--- src/rtl/cpu_pkg.sv ---
// Shared CPU definitions: write-back select encodings, write-back FSM states and
// default register-address width.
package cpu_pkg;

  localparam int unsigned REG_AW_DEFAULT = 5;

  localparam logic [1:0] MD_F    = 2'd0;
  localparam logic [1:0] MD_DATA = 2'd1;
  localparam logic [1:0] MD_VN   = 2'd2;
  localparam logic [1:0] MD_RSVD = 2'd3;

  typedef enum logic [1:0] {
    StIdle,
    StWaitMem,
    StRetire
  } wb_state_t;

endpackage

--- src/rtl/wb_mux.sv ---
// Write-back value select: ALU result, load data or the V^N flag.
// Purely combinational so the forwarding path can reuse it.
module wb_mux
  import cpu_pkg::*;
#(
  parameter int unsigned DATA_W = 32
) (
  input  logic [1:0]        md,
  input  logic [DATA_W-1:0] f,
  input  logic [DATA_W-1:0] data,
  input  logic              vxorn,
  output logic [DATA_W-1:0] bus
);

  always_comb begin
    bus = '0;
    case (md)
      MD_F:    bus = f;
      MD_DATA: bus = data;
      MD_VN:   bus = {{(DATA_W-1){1'b0}}, vxorn};
      default: bus = '0;
    endcase
  end

endmodule

--- src/rtl/wb_stage_hs.sv ---
// Write-back stage with valid/ready handshake: captures one instruction per transfer,
// waits (with timeout) for load data and drives the register-file write port.
module wb_stage_hs
  import cpu_pkg::*;
#(
  parameter int unsigned DATA_W      = 32,
  parameter int unsigned REG_AW      = REG_AW_DEFAULT,
  parameter int unsigned MEM_TIMEOUT = 15
) (
  input  logic              CLOCK,
  input  logic              RESET,
  input  logic              in_valid,
  output logic              in_ready,
  input  logic              RW,
  input  logic [REG_AW-1:0] DA,
  input  logic [1:0]        MD,
  input  logic              VxorN,
  input  logic [DATA_W-1:0] F,
  input  logic              mem_rsp_valid,
  input  logic [DATA_W-1:0] Data,
  output logic [DATA_W-1:0] BUS_D,
  output logic              RW_out,
  output logic [REG_AW-1:0] DA_out,
  output logic              wb_busy,
  output logic              wb_err
);

  localparam int unsigned CntW = 8;

  wb_state_t         state_q, state_d;
  logic              rw_q;
  logic [REG_AW-1:0] da_q;
  logic [1:0]        md_q;
  logic              vxn_q;
  logic [DATA_W-1:0] f_q;
  logic [DATA_W-1:0] data_q;
  logic [DATA_W-1:0] bus_q;
  logic [CntW-1:0]   cnt_q, cnt_d;
  logic              err_q, err_d;
  logic              transfer;
  logic              data_en;
  logic [DATA_W-1:0] mux_out;

  assign transfer = in_valid & in_ready;

  always_comb begin
    state_d = state_q;
    cnt_d   = cnt_q;
    err_d   = err_q;
    data_en = 1'b0;
    case (state_q)
      StWaitMem: begin
        if (mem_rsp_valid) begin
          data_en = 1'b1;
          state_d = StRetire;
        end else if (cnt_q == CntW'(MEM_TIMEOUT - 1)) begin
          // Give up on the load: flag it and drop the write.
          err_d   = 1'b1;
          state_d = StIdle;
        end else begin
          cnt_d = cnt_q + CntW'(1);
        end
      end
      default: begin
        if (transfer) begin
          cnt_d   = '0;
          state_d = (MD == MD_DATA) ? StWaitMem : StRetire;
          if (MD == MD_RSVD) err_d = 1'b1;
        end else begin
          state_d = StIdle;
        end
      end
    endcase
  end

  always_ff @(negedge CLOCK or negedge RESET) begin
    if (!RESET) begin
      state_q <= StIdle;
      cnt_q   <= '0;
      err_q   <= 1'b0;
      rw_q    <= 1'b0;
      da_q    <= '0;
      md_q    <= '0;
      vxn_q   <= 1'b0;
      f_q     <= '0;
      data_q  <= '0;
      bus_q   <= '0;
    end else begin
      state_q <= state_d;
      cnt_q   <= cnt_d;
      err_q   <= err_d;
      if (transfer) begin
        rw_q  <= RW;
        da_q  <= DA;
        md_q  <= MD;
        vxn_q <= VxorN;
        f_q   <= F;
      end
      if (data_en) data_q <= Data;
      // Hold the retired value so BUS_D stays stable while idle or waiting.
      if (state_q == StRetire) bus_q <= mux_out;
    end
  end

  wb_mux #(
    .DATA_W(DATA_W)
  ) u_wb_mux (
    .md   (md_q),
    .f    (f_q),
    .data (data_q),
    .vxorn(vxn_q),
    .bus  (mux_out)
  );

  assign in_ready = (state_q != StWaitMem);
  assign wb_busy  = (state_q == StWaitMem);
  assign wb_err   = err_q;
  assign DA_out   = da_q;
  assign BUS_D    = (state_q == StRetire) ? mux_out : bus_q;
  assign RW_out   = (state_q == StRetire) & rw_q & (da_q != '0) & (md_q != MD_RSVD);

endmodule

--- config.mk ---
export PLATFORM = sky130hd
export DESIGN_NAME = wb_stage_hs
export DESIGN_NICKNAME = d
export VERILOG_FILES = /design/src/rtl/cpu_pkg.sv /design/src/rtl/wb_mux.sv /design/src/rtl/wb_stage_hs.sv
export SDC_FILE = /design/constraint.sdc
export NUM_CORES = 1
export LEC_CHECK = 0
export ABC_AREA = 1
export ABC_CLOCK_PERIOD_IN_PS = 1700
export CAP_MARGIN = 20
export CORE_ASPECT_RATIO = 1.4
export CORE_MARGIN = 10
export CORE_UTILIZATION = 45
export DETAILED_ROUTE_END_ITERATION = 8
export HOLD_SLACK_MARGIN = 0.03
export PLACE_DENSITY = 0.83
export SLEW_MARGIN = 20
export SYNTH_ARGS = -nofsm -noshare
export SYNTH_HDL_FRONTEND = slang
export SYNTH_HIERARCHICAL = 1
export SYNTH_SLANG_ARGS = --single-unit
--- constraint.sdc ---
create_clock -name CLOCK -period 1.7 [get_ports CLOCK]
set_input_delay 0.425 -clock CLOCK [delete_from_list [all_inputs] [get_ports CLOCK]]
set_output_delay 0.425 -clock CLOCK [all_outputs]
set_load 0.03 [all_outputs]
==> run_1/port_trees.png <==
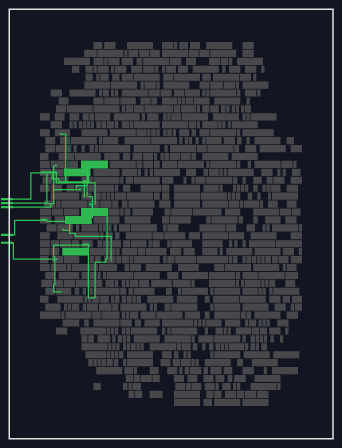
[green] `DA_out` | bits: 5 | direction: output | edge: left | end cells: 5 | buffers: 10 | wire: 361 um
I/O pins: 118
tally of buffers added on design ports: 117

==> run_1/m3.png <==
Bar = 20 um.
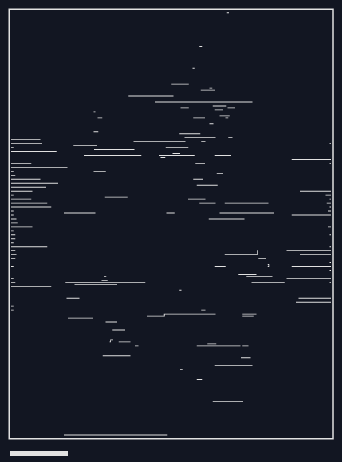
wire length on this layer: 836 um
share of all routed wire: 4.7%
met3 track demand over resource in global routing: 4.60%
Via Count: 4769
drt total wl: 17800 um

==> flow_metrics.rpt, run 1 <==
FLOW METRICS REPORT
----------------------------------------------------
[Clock tree]
  CTS sink cnt ........................ 116
  Quantity of hold-fixing buffers added after cts ........................ 0
  Clock buffer depth ........................ 2
  Clock buffer count from CTS ........................ 17
  TritonCTS clock tree ........................ yes
  Quantity of gates resized following cts ........................ 82
  Cell chosen for the clock root ........................ sky130_fd_sc_hd__clkbuf_16
  Clock H-tree levels ........................ 4
  Clock transition at the registers of the reported paths ........................ 0.04 ns
  Post-CTS setup repair buffer count ........................ 9

[Finish]
  Final sequential cell count ........................ 116
  Nonclk inv count ........................ 13
  Tally of filler cells in the layout ........................ 722
  Portion of the layout cell area used by clock cells ........................ 7.27%
  Layout multi-input combinational cell count ........................ 403
  Ant diodes ........................ 0
  Area taken by multi-input logic gates ........................ 2690 um2
  Proportion of cell area occupied by multi-input gates ........................ 31.8%
  Clock tree buffer count of the final layout ........................ 18
  FF+latch area ........................ 2900 um2
  Synth-to-layout area growth ........................ 63.8%
  Final non-clock buffer share ........................ 23.9%
  Count of nets after finishing ........................ 813
  Most used cells in the layout excluding fill and tap cells ........................ 190 x sky130_fd_sc_hd__nand2_1, 116 x sky130_fd_sc_hd__dfrtn_1, 50 x sky130_fd_sc_hd__nand3_1
  Top cell excl fill/tap ........................ sky130_fd_sc_hd__nand2_1
  Non-clock buffer total of the final layout ........................ 183
  Final cell area excluding filler cells ........................ 8470 um2
  Core utilization of the finished layout ........................ 75.1%

[Global route]
  Largest net degree at the start of global routing ........................ 40
  Via count of the first global-routing pass ........................ 5209
  Overall global routing resource usage ........................ 20.9%
  First-pass GRT wire length ........................ 27300 um

[Routing]
  Wire length on met1 ........................ 6350 um
  Drt wl/cell ........................ 20.0 um
  DR pass1 iterations ........................ 7
  Met2 layer wire length in the routed design ........................ 10100 um
  DRC violation count after routing ........................ 0
  Detail Route met3 WL ........................ 835 um
  Max layer used ........................ met4
  Routed via count divided by cell count ........................ 5.35
  Antenna Violating Nets Remaining ........................ 0
  Starting DRC count in detailed routing ........................ 269

[Power and ir drop]
  Sequential share of power ........................ 35.1%
  Leading power group ........................ the clock network
  Proportion of total power due to net switching ........................ 31.0%
  Portion of total power attributed to the clock network ........................ 35.8%
  Part of the total power dissipated in combinational logic ........................ 29.1%
  Power per Cell Area ........................ 1230 nW/um2
  Tot Pwr ........................ 0.0104 W
  Total sequential power ........................ 0.00366 W
  Static power due to leakage ........................ 4.16 nW
  Clock Power ........................ 0.00374 W
  Comb pwr ........................ 0.00304 W

[Timing]
  Setup TNS ........................ -46.21 ns
  Final-report max-slew violation count ........................ 0
  Final setup violating endpoints ........................ 88
  Worst Skew ........................ 0.00622 ns
  Worst hold slack after final layout ........................ 0.423 ns
  Worst relative slew slack ........................ 75.6%
  Setup ws final ........................ -1.23 ns
  Slew at the pin closest to its max-slew limit ........................ 0.363 ns

[Place]
  Total cell area at the placement stage ........................ 7250 um2
  Routability cong. ........................ 0.833
  HPWL Detailed ........................ 11100 um
  Setup slack after placement ........................ -0.915 ns
  Placed Instances ........................ 845

[Yosys]
  Share of Yosys cell area claimed by the top area cell type ........................ 56.2%
  Netlist area before placement ........................ 5170 um2
  Avg Cell Area, Syn ........................ 9.18 um2
  Synthesized instance count ........................ 563
  Top cells by area in the synthesized netlist ........................ sky130_fd_sc_hd__dfrtn_1 56%, sky130_fd_sc_hd__nand2_1 18%, sky130_fd_sc_hd__mux2_2 8.7%
  Library cell with the largest summed area after synthesis ........................ sky130_fd_sc_hd__dfrtn_1
  Number of synthesized register bits ........................ 116
  Synthesis area per yosys ........................ 5170 um2
  Cells in synth_stat.txt ........................ 563
  Sequential share of the synthesized area ........................ 56.2%
  Post-synth net total ........................ 642
  Distinct cells, synth ........................ 23

[Floorplan]
  Share of the core filled by cells before placement ........................ 45.8%
  # rows ........................ 46
  Tapcell Cnt ........................ 144
  Die x size ........................ 111 um
  Floorplan die height ........................ 147 um
  Placeable core area ........................ 11300 um2

[Worst setup path]
  Crit path launch type ........................ flop
  Kind of capture point of the worst setup path ........................ primary output
  Crit Path Max Fanout ........................ 16
  Arrival time of the worst setup path ........................ 2.50 ns
  Critical path class ........................ reg -> out
  Required arrival time at the worst endpoint ........................ 1.27 ns

[Status]
  Status ........................ finished with violations
  Failing checks ........................ setup timing

[Run]
  Max-cap viol count ........................ 0
  Warning total across the stage logs ........................ 30

[Hold path]
  Tightest Hold Check Type ........................ reg -> reg

----------------------------------------------------
==> run_1/m2.png <==
Cells faint in the background.
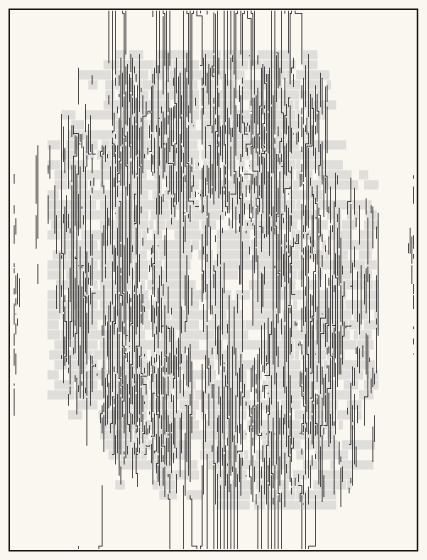
longest straight run: 62.6 um
wire length on this layer: 10100 um
share of all routed wire: 57%
nets with wire on the layer: 716

run 1: worst max-delay path, cell delays in order (launching register included):
cell and delay [ns]:
sky130_fd_sc_hd__dfrtn_1 0.51, sky130_fd_sc_hd__buf_6 0.22, sky130_fd_sc_hd__nand3_1 0.13, sky130_fd_sc_hd__nand2_1 0.09, sky130_fd_sc_hd__nand2_1 0.09, sky130_fd_sc_hd__nand2_4 0.07
sky130_fd_sc_hd__buf_4 0.15
run 1: kinds of logic after synthesis:
family          after synthesis  synth area share (%)
flops                       116                  56.2
xor+xnor                      1                 0.169
compound gates               14                  1.48
fa+ha+maj                     2                 0.484
buf+inv                      45                  5.52
simple gates                345                  27.5
mux                          40                  8.71
run 1: registers in the layout (all words and copies together), names as in the netlist:
register / count
DA_out: 5
bus_q: 32
cnt_q: 8
data_q: 32
f_q: 32
md_q: 2
rw_q: 1
state_q: 2
vxn_q: 1
wb_err: 1
run 1: final timing paths:
path | start | endpoint | slack [ns] | depth (start not counted)
worst min register to register | data_q[2] | data_q[2] | 0.42 | 2
worst max register to register | state_q[1] | vxn_q | -0.02 | 8
min in group asynchronous | RESET | cnt_q[7] | 0.60 | 1
max in group asynchronous | RESET | state_q[0] | 0.63 | 2
worst max-delay path | md_q[0] | BUS_D[18] | -1.23 | 6
worst min-delay path | data_q[2] | data_q[2] | 0.42 | 2
run 1: Yosys cell counts, drive strengths merged:
library cell and n:
o31ai 1, nand3 76, a21oi 1, nor2 11, xor2 1, buf 28
mux2 40, clkbuf 4, inv 13, o21ai 12, ha 2, nand2 256
nor3 2, dfrtn 116
run 1: routing by layer:
metal	vias to the layer above	track usage, %
li1	2153	-
met1	2390	22.4
met2	189	37.4
met3	37	4.60
met4	0	10.6
met5	-	0
==> run 1 -> run 2 <==
- CORE_MARGIN: 10 -> not set
==> run_2/m3.png <==
Bar = 20 um.
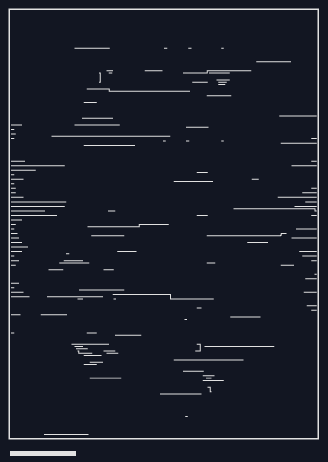
main direction: horizontal
wire length on this layer: 800 um
share of all routed wire: 4.9%
longest straight run: 35.4 um
nets with wire on the layer: 103
drt total wl: 16400 um
Via Count: 4688

==> run_2/m2.png <==
Cells faint in the background.
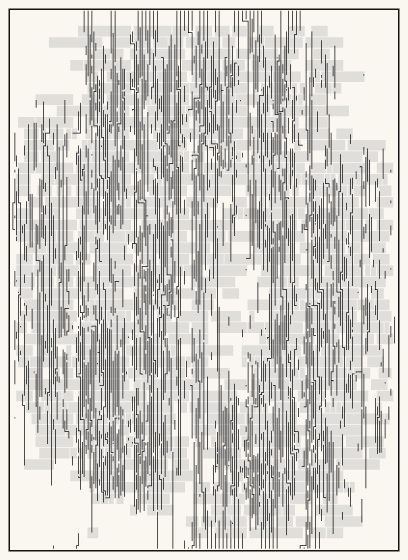
nets with wire on the layer: 705
longest straight run: 57.3 um
wire length on this layer: 8990 um
main direction: vertical
GR met2 Demand/Resource: 49.5%

==> run_2/placed.png <==
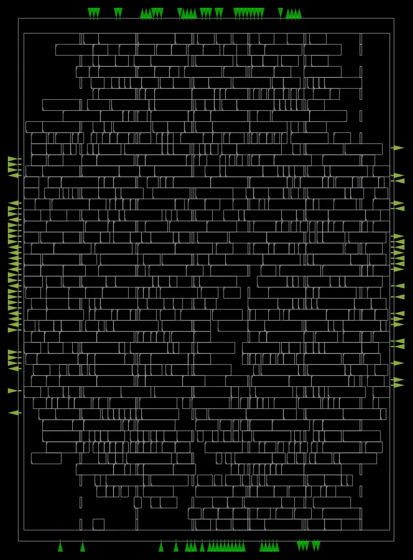
placeable core area: 11000 um2
# rows: 45

==> flow_metrics.rpt, run 2 <==
FLOW METRICS REPORT
----------------------------------------------------
[Finish]
  Layout cells sized above 1 ........................ 37.8% (was 38.7%)
  Final instance count without filler cells ........................ 884 (was 891)
  Synth-to-layout area growth ........................ 62.4% (was 63.8%)
  Final cell area excluding filler cells ........................ 8390 um2 (was 8470 um2)
  Ant diodes ........................ 0 (unchanged)
  Area taken by multi-input logic gates ........................ 2700 um2 (was 2690 um2)
  Count of nets after finishing ........................ 809 (was 813)
  Tally of filler cells in the layout ........................ 707 (was 722)
  Most used cells in the layout excluding fill and tap cells ........................ 187 x sky130_fd_sc_hd__nand2_1, 116 x sky130_fd_sc_hd__dfrtn_1, 57 x sky130_fd_sc_hd__buf_6 (was 190 x sky130_fd_sc_hd__nand2_1, 116 x sky130_fd_sc_hd__dfrtn_1, 50 x sky130_fd_sc_hd__nand3_1)
  Leading registers by flop count ........................ bus_q: 32 flops, data_q: 32 flops, f_q: 32 flops (unchanged)
  Core utilization of the finished layout ........................ 76.0% (was 75.1%)
  FF+latch area ........................ 2900 um2 (unchanged)
  Top cell excl fill/tap ........................ sky130_fd_sc_hd__nand2_1 (unchanged)

[Routing]
  Drt wl/cell ........................ 18.5 um (was 20.0 um)
  DR pass1 iterations ........................ 6 (was 7)
  Met2 layer wire length in the routed design ........................ 8990 um (was 10100 um)
  Detail Route met3 WL ........................ 800 um (was 835 um)
  Routed via count divided by cell count ........................ 5.30 (was 5.35)
  DRC violation count after routing ........................ 0 (unchanged)
  Wire length on met1 ........................ 6250 um (was 6350 um)
  Starting DRC count in detailed routing ........................ 374 (was 269)
  Max layer used ........................ met4 (unchanged)
  Antenna Violating Nets Remaining ........................ 0 (unchanged)

[Yosys]
  Netlist area before placement ........................ 5170 um2 (unchanged)
  Top FF cell, synth ........................ sky130_fd_sc_hd__dfrtn_1 (unchanged)
  Most repeated cell in the gate-level netlist after synthesis ........................ sky130_fd_sc_hd__nand2_1 (unchanged)
  Share of Yosys cell area claimed by the top area cell type ........................ 56.2% (unchanged)
  Most frequent cells after synthesis ........................ 253 x sky130_fd_sc_hd__nand2_1, 116 x sky130_fd_sc_hd__dfrtn_1, 76 x sky130_fd_sc_hd__nand3_1 (unchanged)
  Number of synthesized register bits ........................ 116 (unchanged)
  Synthesized instance count ........................ 563 (unchanged)
  Distinct cells, synth ........................ 23 (unchanged)
  Sequential share of the synthesized area ........................ 56.2% (unchanged)
  Synthesis area per yosys ........................ 5170 um2 (unchanged)
  Post-synth net total ........................ 642 (unchanged)
  Top cells by area in the synthesized netlist ........................ sky130_fd_sc_hd__dfrtn_1 56%, sky130_fd_sc_hd__nand2_1 18%, sky130_fd_sc_hd__mux2_2 8.7% (unchanged)
  Avg Cell Area, Syn ........................ 9.18 um2 (unchanged)
  Library cell with the largest summed area after synthesis ........................ sky130_fd_sc_hd__dfrtn_1 (unchanged)
  Number of warnings printed during yosys synthesis ........................ 6 (unchanged)
  Async set-or-reset flop fraction in the synthesized netlist ........................ 100% (unchanged)
  Cells in synth_stat.txt ........................ 563 (unchanged)
  Number of flops mapped to enable cells by yosys ........................ 0 (unchanged)

[Timing]
  Slew at the pin closest to its max-slew limit ........................ 0.407 ns (was 0.363 ns)
  Worst Skew ........................ 0.00528 ns (was 0.00622 ns)
  Worst hold slack after final layout ........................ 0.423 ns (about the same)
  Unrepaired setup endpoints after global routing ........................ true (unchanged)
  Final-report max-slew violation count ........................ 0 (unchanged)
  Final setup violating endpoints ........................ 81 (was 88)
  Final hold viol count ........................ 0 (unchanged)
  Worst relative slew slack ........................ 72.7% (was 75.6%)
  Setup ws final ........................ -1.22 ns (was -1.23 ns)
  Setup TNS ........................ -45.71 ns (was -46.21 ns)

[Floorplan]
  Die x size ........................ 92.6 um (was 111 um)
  I/O pins ........................ 118 (unchanged)
  Die Area ........................ 11900 um2 (was 16200 um2)
  Share of the core filled by cells before placement ........................ 46.8% (was 45.8%)
  Floorplan die height ........................ 129 um (was 147 um)

[Worst setup path]
  Crit path launch type ........................ flop (unchanged)
  Worst Setup EP ........................ BUS_D[17] (was BUS_D[18])
  Critical-path top delay cell ........................ sky130_fd_sc_hd__dfrtn_1 (unchanged)
  Crit-path max cell delay ........................ 0.54 ns (was 0.51 ns)
  Required arrival time at the worst endpoint ........................ 1.27 ns (about the same)
  Reg2Reg Setup Slack ........................ 0.04 ns (was -0.02 ns)
  Crit path from ........................ md_q[0] (unchanged)
  Depth of the worst register-to-register path ........................ 6 (was 8)
  Critical path class ........................ reg -> out (unchanged)
  Cell Chain, Critical Path ........................ buf_6 > nand3_1 > nand2_1 > nand2_1 > nand2_4 > buf_6 (was buf_6 > nand3_1 > nand2_1 > nand2_1 > nand2_4 > buf_4)
  Arrival time of the worst setup path ........................ 2.49 ns (was 2.50 ns)
  Kind of capture point of the worst setup path ........................ primary output (unchanged)
  Crit Path Max Fanout ........................ 15 (was 16)
  Launch point of the worst reg-to-reg path ........................ state_q[0] (was state_q[1])
  Endpoint of the most critical register-to-register path ........................ f_q[3] (was vxn_q)

[Global route]
  Via count of the first global-routing pass ........................ 4973 (was 5209)
  Met1 global-route usage ........................ 32.1% (was 22.4%)
  GR Overflow Total ........................ 0 (unchanged)
  Largest net degree at the start of global routing ........................ 40 (unchanged)
  Top Usage Layer GRT ........................ met2 (unchanged)
  Met3 track demand over resource in global routing ........................ 6.03% (was 4.60%)
  First-pass GRT wire length ........................ 25000 um (was 27300 um)
  Number of antenna violations at the first check in global routing ........................ 0 (unchanged)
  Overall global routing resource usage ........................ 27.9% (was 20.9%)

[Clock tree]
  Insertion delay of the later-clocked pin in the worst-skew pair ........................ 0.39 ns (was 0.40 ns)
  TritonCTS clock tree ........................ yes (unchanged)
  Post-CTS setup repair buffer count ........................ 4 (was 9)
  Clock H-tree levels ........................ 4 (unchanged)
  Cell chosen for the clock root ........................ sky130_fd_sc_hd__clkbuf_16 (unchanged)
  Quantity of gates resized following cts ........................ 116 (was 82)
  Clock buffer depth ........................ 2 (unchanged)
  Clock transition at the registers of the reported paths ........................ 0.04 ns (about the same)
  Quantity of hold-fixing buffers added after cts ........................ 0 (unchanged)
  CTS sink cnt ........................ 116 (unchanged)
  Clock buffer count from CTS ........................ 17 (unchanged)

[Place]
  Placed Instances ........................ 841 (was 845)
  HPWL Detailed ........................ 9930 um (was 11100 um)
  Setup slack after placement ........................ -0.921 ns (was -0.915 ns)
  Total cell area at the placement stage ........................ 7230 um2 (was 7250 um2)
  Tally of buffers added on design ports ........................ 117 (unchanged)
  Routability cong. ........................ 0.807 (was 0.833)

[Power and ir drop]
  Worst VDD drop ........................ 682 uV (was 707 uV)
  Static power due to leakage ........................ 4.14 nW (was 4.16 nW)
  Power per Cell Area ........................ 1230 nW/um2 (about the same)
  Tot Pwr ........................ 0.0103 W (was 0.0104 W)

[Run]
  Warning total across the stage logs ........................ 30 (unchanged)
  Max-cap viol count ........................ 0 (unchanged)

[Status]
  Status ........................ finished with violations (unchanged)
  Failing checks ........................ setup timing (unchanged)

[Hold path]
  Tightest Hold Check Type ........................ reg -> reg (unchanged)

----------------------------------------------------
-- run 2: cell types whose count changed in the layout (fill, tap and decap cells not counted), sizes merged, moves of 2 or more --
cell	before	now
clkinvlp	5	0
buf	107	103
dlygate4sd2	20	24
clkbuf	21	24
clkdlybuf4s50	49	47
clkinv	5	7
dlymetal6s2s	4	2
-- run 2: power breakdown --
group | internal, W | leakage, nW | switching, W
registers | 0.00335 | 1.45 | 0.000302
logic | 0.00138 | 2.38 | 0.00158
clock network | 0.00240 | 0.303 | 0.00126
total | 0.00714 | 4.14 | 0.00314
-- run 2: critical path, delay by kind of cell, from the launching register on --
kind / cells / cell delay [ns]
flip-flops: 1 / 0.54
buffers and inverters: 2 / 0.34
AND/OR/NAND/NOR: 4 / 0.37
-- run 2: worst min-delay path by stage --
stage | depth (start not counted) | endpoint | startpoint
detailed placement | 2 | data_q[14] | data_q[14]
global route | 2 | data_q[14] | data_q[14]
finish | 2 | data_q[10] | data_q[10]
global placement | 2 | data_q[24] | data_q[24]
CTS | 2 | data_q[14] | data_q[14]
floorplan | 2 | data_q[0] | data_q[0]
-- run 2: logic make-up (layout without fill, tap and decap cells) --
kind of cell               count (synthesis)  count (layout)  synth area share (%)
and+or+nand+nor                          345             347                  27.5
DFF                                      116             116                  56.2
buffers and inverters                     45             223                  5.52
muxes                                     40              40                  8.71
AOI/OAI and AO/OA                         14              14                  1.48
adders and majority gates                  2               2                 0.484
xor gates and xnor gates                   1               1                 0.169
-- run 2: area by class of cell --
class,instances,share of cell area [%]
flip-flops and latches,116,34.6
multi-input cells,404,32.1
repair buffers,178,23.4
clock buffers,22,5.65
well taps,141,2.10
clock inverters,10,1.54
inverters,13,0.641
==> run 2 -> run 3 <==
- HOLD_SLACK_MARGIN: 0.03 -> not set
==> run_3/class_map.png <==
Fill, decap, tap and diode cells in gray.
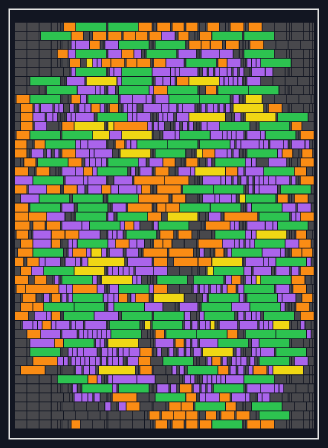
[green] sequential cells | cells: 116 | share of their area: 35%
[orange] remaining buffers and delay cells | cells: 178 | share of their area: 24%
[yellow] clock drivers and dummy loads | cells: 32 | share of their area: 7.3%
[purple] remaining logic cells | cells: 417 | share of their area: 33%

==> run_3/placed.png <==
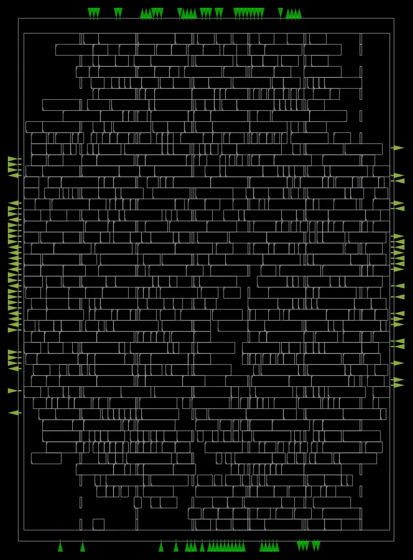
Tapcell Cnt: 141
final instance count without filler cells: 884
final sequential cell count: 116
fraction of standard cell area that is sequential: 34.6%

==> run_3/port_trees.png <==
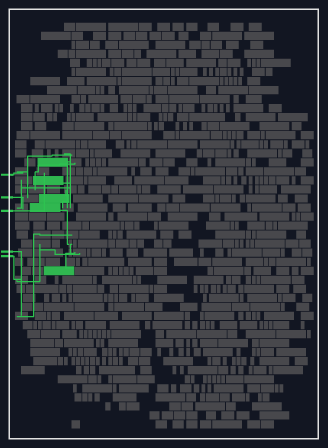

==> flow_metrics.rpt, run 3 <==
FLOW METRICS REPORT
----------------------------------------------------
[Worst setup path]
  Family of cells with the greatest summed delay on the critical path ........................ flip-flops (unchanged)
  Critical-path top delay cell ........................ sky130_fd_sc_hd__dfrtn_1 (unchanged)
  Required arrival time at the worst endpoint ........................ 1.27 ns (about the same)
  Buffer-and-inverter tally for the worst setup path ........................ 2 (unchanged)
  Arrival time of the worst setup path ........................ 2.49 ns (about the same)
  Crit-path max cell delay ........................ 0.54 ns (about the same)
  Crit Path Max Fanout ........................ 15 (unchanged)
  Crit path launch type ........................ flop (unchanged)
  Critical path class ........................ reg -> out (unchanged)
  Kind of capture point of the worst setup path ........................ primary output (unchanged)

[Routing]
  Starting DRC count in detailed routing ........................ 374 (unchanged)
  Drt wl/cell ........................ 18.5 um (unchanged)
  DR pass1 iterations ........................ 6 (unchanged)
  Antenna Violating Nets Remaining ........................ 0 (unchanged)
  DRC violation count after routing ........................ 0 (unchanged)
  Drt total wl ........................ 16400 um (unchanged)
  Via Count ........................ 4688 (unchanged)
  Routed via count divided by cell count ........................ 5.30 (unchanged)

[Yosys]
  Number of warnings printed during yosys synthesis ........................ 6 (unchanged)
  Synthesized instance count ........................ 563 (unchanged)
  Multiplexer share of the synthesized area ........................ 8.71% (unchanged)
  Main combinational cell family by area after synthesis ........................ simple AND/OR/NAND/NOR gates (unchanged)
  Post-synth net total ........................ 642 (unchanged)
  Async set-or-reset flop fraction in the synthesized netlist ........................ 100% (unchanged)
  Most frequent cells after synthesis ........................ 253 x sky130_fd_sc_hd__nand2_1, 116 x sky130_fd_sc_hd__dfrtn_1, 76 x sky130_fd_sc_hd__nand3_1 (unchanged)
  Distinct cells, synth ........................ 23 (unchanged)
  Top FF cell, synth ........................ sky130_fd_sc_hd__dfrtn_1 (unchanged)
  Area fraction in compound gates after synthesis ........................ 1.48% (unchanged)
  Library cell with the largest summed area after synthesis ........................ sky130_fd_sc_hd__dfrtn_1 (unchanged)
  Avg Cell Area, Syn ........................ 9.18 um2 (unchanged)
  Share of Yosys cell area claimed by the top area cell type ........................ 56.2% (unchanged)
  Number of flops mapped to enable cells by yosys ........................ 0 (unchanged)
  Synthesis area per yosys ........................ 5170 um2 (unchanged)
  Netlist area before placement ........................ 5170 um2 (unchanged)
  Xor+xnor area frac ........................ 0.169% (unchanged)
  Cells in synth_stat.txt ........................ 563 (unchanged)
  Most repeated cell in the gate-level netlist after synthesis ........................ sky130_fd_sc_hd__nand2_1 (unchanged)
  Number of synthesized register bits ........................ 116 (unchanged)
  Share of synthesized cell area in full adder, half adder and majority cells ........................ 0.484% (unchanged)
  Sequential share of the synthesized area ........................ 56.2% (unchanged)

[Timing]
  Unrepaired setup endpoints after global routing ........................ true (unchanged)
  Setup ws final ........................ -1.22 ns (unchanged)
  Worst hold slack after final layout ........................ 0.423 ns (unchanged)
  Slew at the pin closest to its max-slew limit ........................ 0.407 ns (unchanged)
  Worst relative slew slack ........................ 72.7% (unchanged)
  Final hold viol count ........................ 0 (unchanged)
  Final setup violating endpoints ........................ 81 (unchanged)

[Power and ir drop]
  Internal power component ........................ 0.00714 W (unchanged)
  Clock Power ........................ 0.00367 W (about the same)
  Part of the total power dissipated in combinational logic ........................ 28.8% (about the same)
  Proportion of total power due to net switching ........................ 30.5% (unchanged)
  Leading power group ........................ the clock network (unchanged)
  Sequential share of power ........................ 35.6% (about the same)
  Comb pwr ........................ 0.00296 W (about the same)
  Portion of total power attributed to the clock network ........................ 35.7% (about the same)
  Total sequential power ........................ 0.00366 W (about the same)
  Net load switching power ........................ 0.00314 W (unchanged)
  Tot Pwr ........................ 0.0103 W (unchanged)
  Static power due to leakage ........................ 4.14 nW (unchanged)

[Finish]
  Most used cells in the layout excluding fill and tap cells ........................ 187 x sky130_fd_sc_hd__nand2_1, 116 x sky130_fd_sc_hd__dfrtn_1, 57 x sky130_fd_sc_hd__buf_6 (unchanged)
  Final cell area excluding filler cells ........................ 8390 um2 (unchanged)
  Ant diodes ........................ 0 (unchanged)
  Leading registers by flop count ........................ bus_q: 32 flops, data_q: 32 flops, f_q: 32 flops (unchanged)
  Synth-to-layout area growth ........................ 62.4% (unchanged)
  Top cell excl fill/tap ........................ sky130_fd_sc_hd__nand2_1 (unchanged)
  Count of nets after finishing ........................ 809 (unchanged)

[Clock tree]
  TritonCTS clock tree ........................ yes (unchanged)
  Quantity of gates resized following cts ........................ 116 (unchanged)
  Cell chosen for the clock root ........................ sky130_fd_sc_hd__clkbuf_16 (unchanged)
  Quantity of hold-fixing buffers added after cts ........................ 0 (unchanged)
  Clock transition at the registers of the reported paths ........................ 0.04 ns (about the same)
  Clock H-tree levels ........................ 4 (unchanged)
  CTS sink cnt ........................ 116 (unchanged)
  Clock buffer depth ........................ 2 (unchanged)
  Clock buffer count from CTS ........................ 17 (unchanged)

[Floorplan]
  # rows ........................ 45 (unchanged)
  Share of the core filled by cells before placement ........................ 46.8% (unchanged)
  Floorplan die height ........................ 129 um (unchanged)
  I/O pins ........................ 118 (unchanged)
  Die x size ........................ 92.6 um (unchanged)
  Die Area ........................ 11900 um2 (unchanged)
  Placeable core area ........................ 11000 um2 (unchanged)

[Global route]
  GR met2 Demand/Resource ........................ 49.5% (unchanged)
  Via count of the first global-routing pass ........................ 4973 (unchanged)
  Largest net degree at the start of global routing ........................ 40 (unchanged)
  Met3 track demand over resource in global routing ........................ 6.03% (unchanged)
  Overall global routing resource usage ........................ 27.9% (unchanged)
  Number of antenna violations at the first check in global routing ........................ 0 (unchanged)
  First-pass GRT wire length ........................ 25000 um (unchanged)
  Top Usage Layer GRT ........................ met2 (unchanged)
  Met1 global-route usage ........................ 32.1% (unchanged)

[Status]
  Failing checks ........................ setup timing (unchanged)
  Status ........................ finished with violations (unchanged)

[Place]
  Routability cong. ........................ 0.807 (unchanged)
  Total cell area at the placement stage ........................ 7230 um2 (unchanged)
  Tally of buffers added on design ports ........................ 117 (unchanged)
  HPWL Detailed ........................ 9930 um (unchanged)

[Run]
  Max-cap viol count ........................ 0 (unchanged)
  Warning total across the stage logs ........................ 30 (unchanged)

----------------------------------------------------
## run 3: cell counts after synthesis
No cell type changed its count.
## run 3: logic make-up after synthesis
logic type      count (synthesis)
compound gates                 14
xor+xnor                        1
fa+ha+maj                       2
buf+inv                        45
flops                         116
mux                            40
simple gates                  345
## run 3: stage by stage
step                worst slack (ns)  std cells  utilization [%]
finish                         -1.22        884             76.0
global route                   -1.29        884             76.0
CTS                            -1.19        878             74.4
detailed placement            -0.921        841             65.5
global placement              -0.887        841             65.5
floorplan                     -0.610        563                -
## run 3: worst reg2reg max path: stages, from the launching register on
cell	delay, ns
sky130_fd_sc_hd__dfrtn_1	0.47
sky130_fd_sc_hd__buf_6	0.14
sky130_fd_sc_hd__nand2_8	0.06
sky130_fd_sc_hd__buf_4	0.19
sky130_fd_sc_hd__nand2_8	0.16
sky130_fd_sc_hd__buf_12	0.17
sky130_fd_sc_hd__mux2_4	0.32
## run 3: worst paths after layout
check / startpoint / end / slack [ns] / depth (start not counted)
max in group asynchronous: RESET / f_q[18] / 0.59 / 2
hold reg to reg: data_q[10] / data_q[10] / 0.42 / 2
setup reg to reg: state_q[0] / f_q[3] / 0.04 / 6
min in group asynchronous: RESET / bus_q[1] / 0.63 / 1
setup / recovery: md_q[0] / BUS_D[17] / -1.22 / 6
hold / removal: data_q[10] / data_q[10] / 0.42 / 2
## run 3: per-layer routing
layer  part of all wire [%]  vias to the layer above
li1                       -                     2148
met1                     38                     2327
met2                     55                      184
met3                    4.9                       29
met4                    2.0                        0
met5                      0                        -
## run 3: layout make-up
type	instances	area (um2)
Fill cell	707	2640
Sequential cell	116	2900
Tap cell	141	176
Timing Repair Buffer	178	1960
Clock buffer	22	474
Inverter	13	53.8
Clock inverter	10	129
Multi-Input combinational cell	404	2700
Power is estimated from default activity; no workload was simulated.
